Design vga_frota_scheduler, sky130hd; sources not shown.
==> images/pins.png <==
Scale: 1 px per micron. Pins as bars across the die edge, other pins in grey.
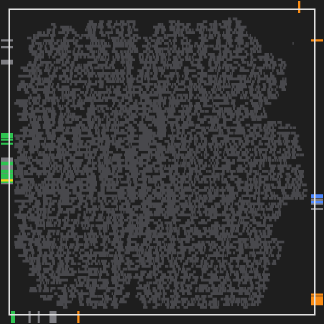
Green marks rd_data, pins 16, direction input, edge 13 left, 3 bottom. Orange marks coluna, pins 10, direction input, edge 8 right, 1 top, 1 bottom. Yellow marks rd_req, pins 1, direction output, edge left. Blue marks navio_id, pins 3, direction output, edge right.
DIE HEIGHT: 304 microns
# port buffers: 0

==> images/met2.png <==
Scale: 1 px per micron.
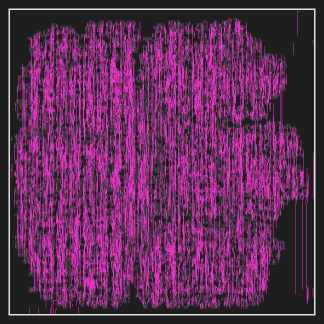
The layer holds 46% of the routed length. The longest straight run is 119 microns. 5,006 nets have wire on it. The wires run mostly vertical.
GR Layer Usage met2: 46.6%
final wirelength: 131,000 microns
vias: 37,500

==> images/cell_classes.png <==
Scale: 1 px per micron. Fill, decap, tap and diode cells in grey.
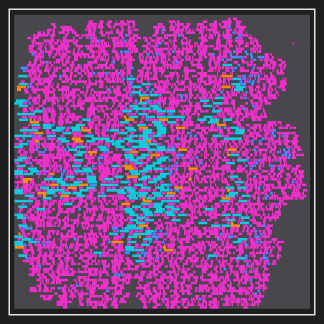
Magenta marks all other logic, cells 4,581, share of their area 78%. Orange marks clock drivers and dummy loads, cells 61, share of their area 2.5%. Cyan marks flip-flops, cells 278, share of their area 15%. Blue marks other buffers and delay cells, cells 252, share of their area 4.2%.
post-layout util: 55.5%
Finished Cell Area: 48,300 sq um
placement row count: 108
CORE AREA: 86,900 sq um
flop share of the area: 14.4%

==> images/clock_map.png <==
Scale: 2 px per micron.
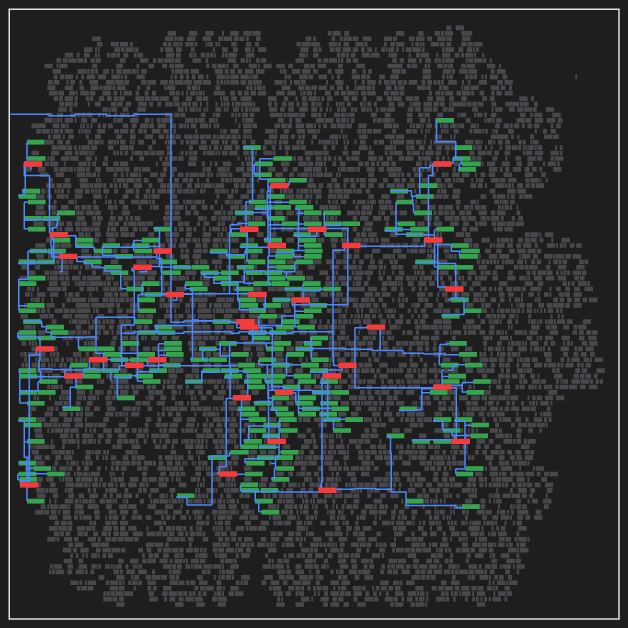
Red marks cells driving clock nets, count 34. Green marks flip-flops, count 278. Blue marks clock wires, length 4,330 microns.
There are 35 routed clock nets.
clock latency on the worst-skew pair: 550 ps
Clock Skew: 32.5 ps

==> out/results.ini <==
[route]
dr.pass1.iters=6
dr.first_iter.drc_count=2473
drc=0
routed_via_density=5.92
wl_per_cell_microns=20.7
ant_nets=0

[critical_path]
cp.depth=17
rr_worst_depth=17
slowest_delay_ps=470
path_cells=inv_1 -> buf_6 -> mux2_2 -> o21a_1 -> a21oi_1 -> nor3b_4 -> xor2_2 -> ha_1 -> a211o_1 -> or3_1 -> nor3_4 -> nand4_1 -> a311oi_2 -> nor4_4 -> o211ai_1 -> a21oi_2 -> o21a_1
end_kind=register
critPathKind=reg2reg
crit_path_frequent_cell=o21a_1
critical-path-top-delay-family=AND-OR/OR-AND gates
critPathArrivalTime_ps=4830
critical_path_buf_inv_count=2
crit_required_ps=5020
reg2reg_slack_ps=190
critPathLaunchType=register
cp_slowest_cell=dfrtp_2
crit_path_max_fanout=15

[yosys]
synthArstFlopShare_pct=100
fp_nets=6078
synth_seq_share_pct=15.9
synthTopCellsByArea=ha_1 29%, dfrtp_1 16%, xnor2_1 9.6%, mux2_2 5.5%, xor2_1 4.3%
synth_warnings=0
ys_cells=4996
avgSynthCellArea_sq_um=8.77
synth_area_sq_um=43800
synth-edff-count=0
synth.top_cell.area_share_pct=29.3
yosysChipArea_sq_um=43800
syn_inst=4996
ys.flop_type=dfrtp_1
synthDistinctLibCells=78
top_area_cell=ha_1
synth.ff_latch_count=278

[place]
globalplace.congestion=0.932
dp_hpwl_microns=98000
dpl_cell_area_sq_um=46700

[clock_network]
clk_pin_slew_ps=60
cts.path.max_buffers=3
cts_sinks=278
cts-root-buf=clkbuf_16
htreeDepth=2
cts_buffers=34
cts_tree=yes

[sta]
final_hold_viol_count=275
setup_viol=0
rsz0062_at_grt=true
finalCritPeriodShare_pct=95.8
drv_slew=0
slew_headroom_pct=20.0
worst_pin_slew_ps=1190
hold_slack_ps=-132
finalSetupTns_ps=0
clock.fmax_mhz=227
fin_crit_ps=4410

[grt]
grt_use_total_pct=28.2
first_global_vias=36900
grt_pass1_wl_microns=207000
antenna_found_initial=8
grt_overflow=0
grt_start_max_net_pins=279

[pwr]
cellPowerDensity_nw_per_um2=449
p_total_uw=21600
max-vdd-ir-drop_v=0.00162
leakage_uw=0.0219

[run]
warnings=115
maxCapViolCount=0

[die]
chipArea_sq_um=92500
floorplan.core_util_pct=50.4
die_x_microns=304
boundaryPins=55

[hold_path]
hold_path.class=in2async

[finish]
synthToLayoutAreaGrowth_pct=10.1
fin_nets=6229
nFillCells=8037
layout-drive-gt1-share_pct=12.4

[run_status]
violations=hold timing
status=finished, violations left

-- what timing repair did --
| item | in CTS | in global routing |
|---|---|---|
| endpoints found under the hold margin | 275 | 275 |
| pin swaps | 2 | 9 |
| setup buffers | 1 | 4 |
| endpoints found under the setup margin | 5 | 32 |
| resized | 5 | 68 |
-- area by class of cell --
type                            count  area [sq um]  area share [%]
Antenna cell                        6          15.0          0.0311
Clock buffer                       44           992            2.06
Clock inverter                     17           169           0.350
Inverter                          279          1050            2.17
Multi-Input combinational cell   4302         35600            73.8
Sequential cell                   278          6970            14.4
Tap cell                         1155          1450            3.00
Timing Repair Buffer              252          1980            4.11
-- kinds of logic after synthesis --
kind of cell | share of synthesized area, %
AOI/OAI and AO/OA | 15.1
xor gates and xnor gates | 13.9
adders and majority gates | 29.9
buffers and inverters | 3.61
DFF | 15.9
muxes | 6.58
and+or+nand+nor | 15.0
-- routing by layer --
layer | share of wire (%) | vias up | wire length (microns) | global-route usage [%]
li1 | - | 18600 | - | -
met1 | 47 | 17900 | 62000 | 38.0
met2 | 46 | 792 | 60200 | 46.6
met3 | 4.4 | 182 | 5780 | 2.69
met4 | 2.1 | 0 | 2760 | 5.56
met5 | 0 | - | 0 | -
-- where the power goes --
| part | leakage, uW | internal, uW | switching (uW) |
|---|---|---|---|
| Sequential | 0.00378 | 2680 | 401 |
| Combinational | 0.0175 | 6140 | 9600 |
| Clock | 0.000573 | 1660 | 1160 |
| Total | 0.0219 | 10500 | 11200 |
-- synthesized netlist by cell type (all sizes together), types with 28 or more instances --
cell type / count
mux2: 237
inv: 251
nor2: 264
buf: 30
dfrtp: 275
nand4: 155
a21oi: 293
o21a: 63
o21ai: 189
a21o: 118
nand2: 321
a211oi: 70
xnor2: 481
ha: 1026
nor3: 121
nor3b: 57
clkbuf: 107
nor2b: 74
xor2: 213
clkinv: 28
nand3: 134
a31oi: 33
o211ai: 35
-- per-stage QoR --
stage | worst slack (ps) | instances
2_1_floorplan | 40.8 | 4996
3_3_place_gp | -141 | 6261
3_5_place_dp | -234 | 6261
4_1_cts | 1.15 | 6323
5_1_grt | -65.6 | 6332
6_report | 192 | 6333
-- cell usage in the layout (no fill, tap or decap), drive strengths merged, types with 18 or more instances in the layout --
cell type  count
a211oi        70
clkbuf        44
xnor2        481
ha          1026
clkinv        35
nand3        134
o41ai         18
buf          252
a21o         118
nor3         121
a221oi        18
o21ai        189
nor3b         57
dfrtp        275
xor2         213
nor4          25
inv          257
nand2        321
nand4        155
o21a          63
nor2b         74
mux2         237
o211ai        35
and4          24
a31oi         33
a2111oi       25
and3          22
nand2b        24
nor2         264
a21oi        293
and2          18
Power is estimated from default activity; no workload was simulated.
